==> src/rtl/exec_pkg.sv <==
// Shared types and constants for the execute stage: operation/branch encodings, FSM states,
// and divider special-case constants.
package exec_pkg;

  typedef enum logic [4:0] {
    OP_ADD, OP_SUB, OP_SLL, OP_SLT, OP_SLTU, OP_XOR, OP_SRL, OP_SRA, OP_OR, OP_AND,
    OP_MUL, OP_MULH, OP_MULHSU, OP_MULHU, OP_DIV, OP_DIVU, OP_REM, OP_REMU
  } exec_op_t;

  typedef enum logic [3:0] {
    BR_NONE, BR_EQ, BR_NE, BR_LT, BR_GE, BR_LTU, BR_GEU, BR_JAL, BR_JALR
  } br_op_t;

  typedef logic [1:0] state_t;
  localparam state_t IDLE = 2'd0;
  localparam state_t MUL  = 2'd1;
  localparam state_t DIV  = 2'd2;
  localparam state_t WB   = 2'd3;

  // Sliced to XLEN by users. Signed MIN / -1 falls out of the magnitude path as MIN rem 0.
  localparam logic [63:0] DIV0_QUOT = '1;
  localparam logic [63:0] OVF_REM   = '0;

  function automatic logic is_mul_op(exec_op_t op);
    return op inside {OP_MUL, OP_MULH, OP_MULHSU, OP_MULHU};
  endfunction

  function automatic logic is_div_op(exec_op_t op);
    return op inside {OP_DIV, OP_DIVU, OP_REM, OP_REMU};
  endfunction

endpackage

==> src/rtl/exec_div_iter.sv <==
// Iterative restoring divider: one quotient bit per cycle, the first computed in the start
// cycle, with sign fix-up and divide-by-zero override on the outputs.
module exec_div_iter
  import exec_pkg::*;
#(
  parameter int unsigned XLEN = 32
) (
  input  logic            clk_i,
  input  logic            rst_i,
  input  logic            start_i,
  input  logic            signed_i,
  input  logic [XLEN-1:0] a_i,
  input  logic [XLEN-1:0] b_i,
  output logic            busy_o,
  output logic            done_o,
  output logic [XLEN-1:0] quot_o,
  output logic [XLEN-1:0] rem_o
);

  localparam int unsigned CW = $clog2(XLEN);
  localparam logic [CW-1:0] LAST = CW'(XLEN - 1);

  logic            busy_q, neg_q_q, neg_r_q, div0_q;
  logic [CW-1:0]   cnt_q;
  logic [XLEN-1:0] rem_q, quo_q, dvs_q, a_q;

  logic            a_neg, b_neg;
  logic [XLEN-1:0] mag_a, mag_b, cur_rem, cur_quo, cur_dvs, rem_step;
  logic [XLEN:0]   shifted, diff;
  logic            q_bit;

  assign a_neg = signed_i & a_i[XLEN-1];
  assign b_neg = signed_i & b_i[XLEN-1];
  assign mag_a = a_neg ? -a_i : a_i;
  assign mag_b = b_neg ? -b_i : b_i;

  // The start cycle iterates on the fresh operands so XLEN bits finish in XLEN cycles.
  always_comb begin
    cur_rem = start_i ? '0 : rem_q;
    cur_quo = start_i ? mag_a : quo_q;
    cur_dvs = start_i ? mag_b : dvs_q;
    shifted = {cur_rem, cur_quo[XLEN-1]};
    diff    = shifted - {1'b0, cur_dvs};
    q_bit   = ~diff[XLEN];
    rem_step = q_bit ? diff[XLEN-1:0] : shifted[XLEN-1:0];
  end

  always_ff @(posedge clk_i) begin
    if (rst_i) begin
      busy_q  <= 1'b0;
      cnt_q   <= '0;
      rem_q   <= '0;
      quo_q   <= '0;
      dvs_q   <= '0;
      a_q     <= '0;
      neg_q_q <= 1'b0;
      neg_r_q <= 1'b0;
      div0_q  <= 1'b0;
    end else if (start_i) begin
      busy_q  <= 1'b1;
      cnt_q   <= CW'(1);
      rem_q   <= rem_step;
      quo_q   <= {cur_quo[XLEN-2:0], q_bit};
      dvs_q   <= mag_b;
      a_q     <= a_i;
      neg_q_q <= a_neg ^ b_neg;
      neg_r_q <= a_neg;
      div0_q  <= (b_i == '0);
    end else if (busy_q) begin
      rem_q <= rem_step;
      quo_q <= {cur_quo[XLEN-2:0], q_bit};
      cnt_q <= cnt_q + CW'(1);
      if (cnt_q == LAST) busy_q <= 1'b0;
    end
  end

  assign busy_o = busy_q;
  assign done_o = busy_q && (cnt_q == LAST);
  assign quot_o = div0_q ? DIV0_QUOT[XLEN-1:0] : (neg_q_q ? -quo_q : quo_q);
  assign rem_o  = div0_q ? a_q : (neg_r_q ? -rem_q : rem_q);

endmodule

==> src/rtl/exec_stage_mc.sv <==
// Execute stage: single-cycle ALU/branch, multi-cycle MUL, iterative DIV, registered output slot.
// Optional operand forwarding from the memory stage is enabled by defining EXEC_FWD_EN.
`ifndef CONTROL_BIT
`define CONTROL_BIT 8
`endif

module exec_stage_mc
  import exec_pkg::*;
#(
  parameter int unsigned XLEN       = 32,
  parameter int unsigned CTRL_W     = `CONTROL_BIT,
  parameter int unsigned MUL_CYCLES = 2
) (
  input  logic              clk_i,
  input  logic              rst_i,
  input  logic              decode_valid_i,
  output logic              decode_ready_o,
  input  exec_op_t          decode_op_i,
  input  br_op_t            decode_br_i,
  input  logic              decode_src2_imm_i,
  input  logic [CTRL_W-1:0] decode_control_i,
  input  logic [XLEN-1:0]   decode_rs1_i,
  input  logic [XLEN-1:0]   decode_rs2_i,
  input  logic [XLEN-1:0]   decode_imm_i,
  input  logic [4:0]        decode_rd_addr_i,
  input  logic [XLEN-1:0]   decode_pc_i,
`ifdef EXEC_FWD_EN
  input  logic [4:0]        decode_rs1_addr_i,
  input  logic [4:0]        decode_rs2_addr_i,
  input  logic              fwd_mem_valid_i,
  input  logic [4:0]        fwd_mem_rd_i,
  input  logic [XLEN-1:0]   fwd_mem_data_i,
`endif
  output logic              ftch_flush_o,
  output logic [XLEN-1:0]   ftch_target_addr_o,
  output logic              mem_valid_o,
  input  logic              mem_ready_i,
  output logic [CTRL_W-1:0] mem_control_o,
  output logic [XLEN-1:0]   mem_result_o,
  output logic [XLEN-1:0]   mem_data_o,
  output logic [4:0]        mem_rd_addr_o
);

  localparam int unsigned SHW = $clog2(XLEN);
  localparam int unsigned CW  = $clog2(MUL_CYCLES + 1);
  localparam logic [CW-1:0] MUL_LAST = CW'(MUL_CYCLES - 1);

  logic [XLEN-1:0] rs1_val, rs2_val, op_b, alu_res, jalr_sum, br_target, link_addr;
  logic            br_taken, accept, out_free, div_start, div_busy, div_done;
  logic [XLEN-1:0] div_quot, div_rem, mul_res, wb_res;
  logic [2*XLEN-1:0] mul_a_ext, mul_b_ext, mul_prod;

  state_t            state_q, state_d;
  logic [CW-1:0]     cnt_q, cnt_d;
  exec_op_t          op_q, op_d;
  logic [CTRL_W-1:0] ctrl_q, ctrl_d, mem_ctrl_q, mem_ctrl_d;
  logic [4:0]        rd_q, rd_d, mem_rd_q, mem_rd_d;
  logic [XLEN-1:0]   data_q, data_d, mem_data_q, mem_data_d, mem_res_q, mem_res_d;
  logic [2*XLEN-1:0] prod_q, prod_d;
  logic              mem_valid_q, mem_valid_d;

`ifdef EXEC_FWD_EN
  assign rs1_val = (fwd_mem_valid_i && fwd_mem_rd_i != 5'd0 && fwd_mem_rd_i == decode_rs1_addr_i)
                   ? fwd_mem_data_i : decode_rs1_i;
  assign rs2_val = (fwd_mem_valid_i && fwd_mem_rd_i != 5'd0 && fwd_mem_rd_i == decode_rs2_addr_i)
                   ? fwd_mem_data_i : decode_rs2_i;
`else
  assign rs1_val = decode_rs1_i;
  assign rs2_val = decode_rs2_i;
`endif

  assign op_b = decode_src2_imm_i ? decode_imm_i : rs2_val;

  always_comb begin
    alu_res = '0;
    case (decode_op_i)
      OP_ADD:  alu_res = rs1_val + op_b;
      OP_SUB:  alu_res = rs1_val - op_b;
      OP_SLL:  alu_res = rs1_val << op_b[SHW-1:0];
      OP_SLT:  alu_res = {{(XLEN-1){1'b0}}, $signed(rs1_val) < $signed(op_b)};
      OP_SLTU: alu_res = {{(XLEN-1){1'b0}}, rs1_val < op_b};
      OP_XOR:  alu_res = rs1_val ^ op_b;
      OP_SRL:  alu_res = rs1_val >> op_b[SHW-1:0];
      OP_SRA:  alu_res = $signed(rs1_val) >>> op_b[SHW-1:0];
      OP_OR:   alu_res = rs1_val | op_b;
      OP_AND:  alu_res = rs1_val & op_b;
      default: alu_res = '0;
    endcase
  end

  always_comb begin
    br_taken = 1'b0;
    case (decode_br_i)
      BR_EQ:   br_taken = (rs1_val == rs2_val);
      BR_NE:   br_taken = (rs1_val != rs2_val);
      BR_LT:   br_taken = ($signed(rs1_val) < $signed(rs2_val));
      BR_GE:   br_taken = ($signed(rs1_val) >= $signed(rs2_val));
      BR_LTU:  br_taken = (rs1_val < rs2_val);
      BR_GEU:  br_taken = (rs1_val >= rs2_val);
      BR_JAL, BR_JALR: br_taken = 1'b1;
      default: br_taken = 1'b0;
    endcase
  end

  assign jalr_sum  = rs1_val + decode_imm_i;
  assign br_target = (decode_br_i == BR_JALR) ? {jalr_sum[XLEN-1:1], 1'b0}
                                              : decode_pc_i + decode_imm_i;
  assign link_addr = decode_pc_i + XLEN'(4);

  assign out_free       = !mem_valid_q || mem_ready_i;
  assign decode_ready_o = (state_q == IDLE) && out_free;
  assign accept         = decode_valid_i && decode_ready_o;
  assign ftch_flush_o   = accept && br_taken;
  assign ftch_target_addr_o = br_target;

  // MULHSU treats rs1 as signed, rs2 unsigned; the low half is sign-agnostic.
  assign mul_a_ext = {{XLEN{(decode_op_i inside {OP_MULH, OP_MULHSU}) & rs1_val[XLEN-1]}}, rs1_val};
  assign mul_b_ext = {{XLEN{(decode_op_i == OP_MULH) & rs2_val[XLEN-1]}}, rs2_val};
  assign mul_prod  = mul_a_ext * mul_b_ext;
  assign mul_res   = (op_q == OP_MUL) ? prod_q[XLEN-1:0] : prod_q[2*XLEN-1:XLEN];

  assign div_start = accept && is_div_op(decode_op_i) && !div_busy;

  exec_div_iter #(
    .XLEN (XLEN)
  ) u_div (
    .clk_i    (clk_i),
    .rst_i    (rst_i),
    .start_i  (div_start),
    .signed_i (decode_op_i inside {OP_DIV, OP_REM}),
    .a_i      (rs1_val),
    .b_i      (rs2_val),
    .busy_o   (div_busy),
    .done_o   (div_done),
    .quot_o   (div_quot),
    .rem_o    (div_rem)
  );

  assign wb_res = is_mul_op(op_q) ? mul_res
                : ((op_q inside {OP_REM, OP_REMU}) ? div_rem : div_quot);

  always_comb begin
    state_d     = state_q;
    cnt_d       = cnt_q;
    op_d        = op_q;
    ctrl_d      = ctrl_q;
    rd_d        = rd_q;
    data_d      = data_q;
    prod_d      = prod_q;
    mem_valid_d = mem_valid_q && !mem_ready_i;
    mem_ctrl_d  = mem_ctrl_q;
    mem_res_d   = mem_res_q;
    mem_data_d  = mem_data_q;
    mem_rd_d    = mem_rd_q;
    case (state_q)
      IDLE: begin
        if (accept) begin
          if (is_mul_op(decode_op_i) || is_div_op(decode_op_i)) begin
            op_d    = decode_op_i;
            ctrl_d  = decode_control_i;
            rd_d    = decode_rd_addr_i;
            data_d  = rs2_val;
            prod_d  = mul_prod;
            cnt_d   = CW'(1);
            state_d = is_div_op(decode_op_i) ? DIV : ((MUL_CYCLES == 1) ? WB : MUL);
          end else begin
            mem_valid_d = 1'b1;
            mem_ctrl_d  = decode_control_i;
            mem_res_d   = (decode_br_i inside {BR_JAL, BR_JALR}) ? link_addr : alu_res;
            mem_data_d  = rs2_val;
            mem_rd_d    = decode_rd_addr_i;
          end
        end
      end
      MUL: begin
        if (cnt_q == MUL_LAST) state_d = WB;
        else cnt_d = cnt_q + CW'(1);
      end
      DIV: begin
        if (div_done) state_d = WB;
      end
      WB: begin
        if (out_free) begin
          mem_valid_d = 1'b1;
          mem_ctrl_d  = ctrl_q;
          mem_res_d   = wb_res;
          mem_data_d  = data_q;
          mem_rd_d    = rd_q;
          state_d     = IDLE;
        end
      end
      default: state_d = IDLE;
    endcase
  end

  always_ff @(posedge clk_i) begin
    if (rst_i) begin
      state_q     <= IDLE;
      cnt_q       <= '0;
      op_q        <= OP_ADD;
      ctrl_q      <= '0;
      rd_q        <= '0;
      data_q      <= '0;
      prod_q      <= '0;
      mem_valid_q <= 1'b0;
      mem_ctrl_q  <= '0;
      mem_res_q   <= '0;
      mem_data_q  <= '0;
      mem_rd_q    <= '0;
    end else begin
      state_q     <= state_d;
      cnt_q       <= cnt_d;
      op_q        <= op_d;
      ctrl_q      <= ctrl_d;
      rd_q        <= rd_d;
      data_q      <= data_d;
      prod_q      <= prod_d;
      mem_valid_q <= mem_valid_d;
      mem_ctrl_q  <= mem_ctrl_d;
      mem_res_q   <= mem_res_d;
      mem_data_q  <= mem_data_d;
      mem_rd_q    <= mem_rd_d;
    end
  end

  assign mem_valid_o   = mem_valid_q;
  assign mem_control_o = mem_ctrl_q;
  assign mem_result_o  = mem_res_q;
  assign mem_data_o    = mem_data_q;
  assign mem_rd_addr_o = mem_rd_q;

endmodule
==> config.mk <==
export PLATFORM = sky130hd
export DESIGN_NAME = exec_stage_mc
export DESIGN_NICKNAME = d
export VERILOG_FILES = /design/src/rtl/exec_pkg.sv /design/src/rtl/exec_div_iter.sv /design/src/rtl/exec_stage_mc.sv
export SDC_FILE = /design/constraint.sdc
export NUM_CORES = 2
export LEC_CHECK = 0
export ABC_CLOCK_PERIOD_IN_PS = 14800
export CAP_MARGIN = 20
export CORE_MARGIN = 5
export CORE_UTILIZATION = 65
export CTS_CLUSTER_SIZE = 20
export DETAILED_ROUTE_END_ITERATION = 10
export MAX_ROUTING_LAYER = met4
export PLACE_DENSITY = 0.81
export REMOVE_ABC_BUFFERS = 1
export SYNTH_ARGS = -nofsm -noshare
export SYNTH_HDL_FRONTEND = slang
export SYNTH_SLANG_ARGS = --single-unit
==> constraint.sdc <==
create_clock -name clk_i -period 14.8 [get_ports clk_i]
set_clock_uncertainty 0.15 [all_clocks]
set_input_delay 2.96 -clock clk_i [delete_from_list [all_inputs] [get_ports clk_i]]
set_output_delay 2.96 -clock clk_i [all_outputs]
set_load 0.02 [all_outputs]
Metal 1:
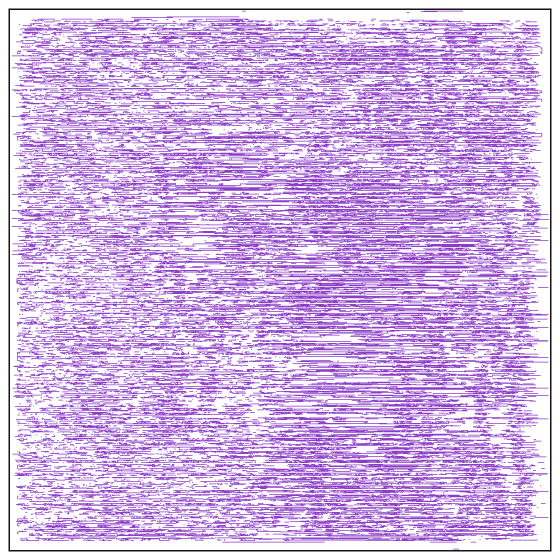
nets with wire on the layer: 9695
share of all routed wire: 34%
wire length on this layer: 100 mm
longest straight run: 135 um
DRT Wirelength: 295200 um
DR vias: 68850

Sequential cells colored by netlist name:
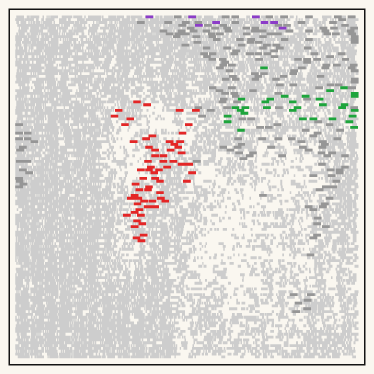
[green] u_div.quo_q | flops: 32 | where: north-east
[purple] mem_control_o | flops: 8
[red] prod_q | flops: 64 | where: center
not colored: 229
register area: 0.006669 mm2

==> results.toml <==
# generated from flow reports
[outcome]
status = "finished clean"

[job]
warning_count = 125
drv_cap = 0

[clock_network]
cts.sinks = 333
cts_hold_buffers = 0
cts-root-buf = "clkbuf_16"
clkTransAtPathRegs_ns = 0.07
max-clock-path-buffers = 3

[sta]
fmax_ghz = 0.07692
fin_tns_setup_ns = 0
fin_crit_ns = 13.00
rsz0062_at_grt = "no"
period_used_pct = 87.84

[worst_setup_path]
cp_max_fo = 30
critPathRequiredTime_ns = 15.13
crit_path_end_kind = "flip-flop"
regToRegSetupSlack_ns = 7.84
reg2reg_depth = 21
cp_slowest_stage_delay_ns = 0.97
crit_path_frequent_cell = "fa_1"
arrival_ns = 13.33
reg2reg_from = "state_q[0]"

[route]
drt-initial-drc-count = 9540
drcViolationCount = 0
postRouteAntennaNets = 0
dr.pass1.iters = 10

[placed_design]
gp_congestion = 1.107
dp_hpwl_um = 225100

[global_route]
grtUsageTotal_pct = 51.57
grt_pass1_vias = 68870
antenna_found_initial = 20

[yosys]
yosysUniqueCellTypes = 102
syn-instance-count = 8834
syn_avg_cell_area_um2 = 8.003
synth-main-ff-cell = "dfxtp_1"
top_area_cell = "fa_1"

[final_layout]
n_clock_buffer = 52
layout.nets = 10510
diodes = 22
largest_class = "multi-input combinational cells"
mostFrequentLayoutCell = "inv_1"
sh_comb_area_pct = 74.90
drive_gt1_share_pct = 4.977
synthToLayoutAreaGrowth_pct = 7.012

[floorplanning]
initCoreUtil_pct = 65.22
Cell density map:
The die is cut into 34 by 34 equal tiles; white is low, dark blue is high, 0 to 100% covered.
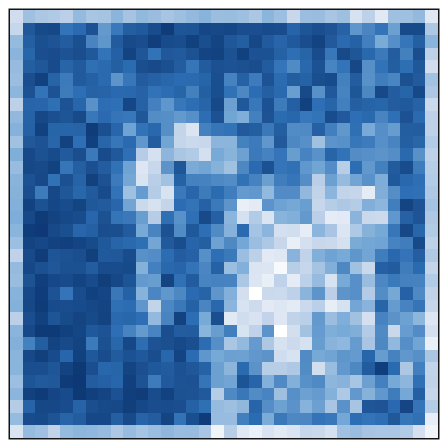
mean over tiles: 64%
nearly empty tiles: 0.20%
tiles over 75% full: 43%
fullest tile: 97%
Final Util: 69.79%
core area: 0.1084 mm2

Placement view:
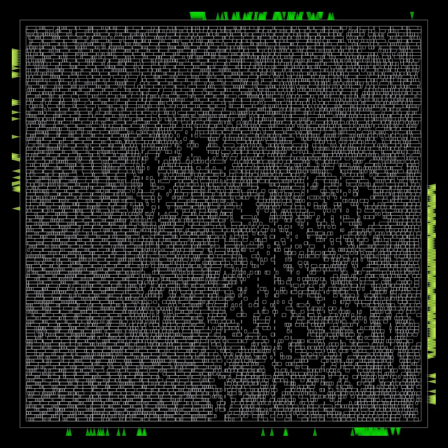
Seq/total area: 8.815%
Tapcells: 1414
filler cell count: 8413
Site Rows: 121

## state kept, by name, summed over array words and instances, names as in the netlist, 8 cells and up
signal         flops
u_div.rem_q       32
mem_data_o        32
ctrl_q             8
u_div.a_q         32
data_q            32
u_div.quo_q       32
prod_q            64
mem_control_o      8
u_div.dvs_q       32
mem_result_o      32
## logic make-up after synthesis
group / share of synthesized area (%)
DFF: 9.430
buffers and inverters: 10.57
xor gates and xnor gates: 3.637
and+or+nand+nor: 16.45
AOI/OAI and AO/OA: 15.12
muxes: 4.324
adders and majority gates: 40.46
## worst max-delay path: cells and delay by family
family / cells / cell delay (ns)
fa+ha+maj: 9 / 5.24
buf+inv: 8 / 2.12
compound gates: 9 / 2.17
simple gates: 5 / 0.77
## routing by layer
metal	share of wire, %	vias up	global-route usage (%)	wire length, um
li1	-	28400	-	-
met1	34	33110	62.18	100200
met2	41	5685	71.97	119800
met3	15	1662	16.59	44860
met4	10	0	38.94	30300
met5	0	-	-	0
## through the flow
stage          util [%]  setup slack [ns]  cell area, um2  hold slack (ns)
3_3_place_gp      68.42             1.460           74160           0.2880
6_report          69.79             1.800           75650           0.3022
2_1_floorplan         -             3.364           68410           0.2712
3_5_place_dp      68.42             1.359           74160           0.2934
5_1_grt           69.78             1.393           75640           0.3160
4_1_cts           69.72             1.918           75580           0.3011
## how the worst max path moves through the flow
stage	endpoint	slack (ns)	cells after the start
after floorplan	prod_q[61]	3.36	28
after global placement	prod_q[61]	1.46	31
after detailed placement	prod_q[61]	1.36	31
after CTS	prod_q[61]	1.92	31
after global routing	prod_q[61]	1.39	30
final	prod_q[61]	1.80	31
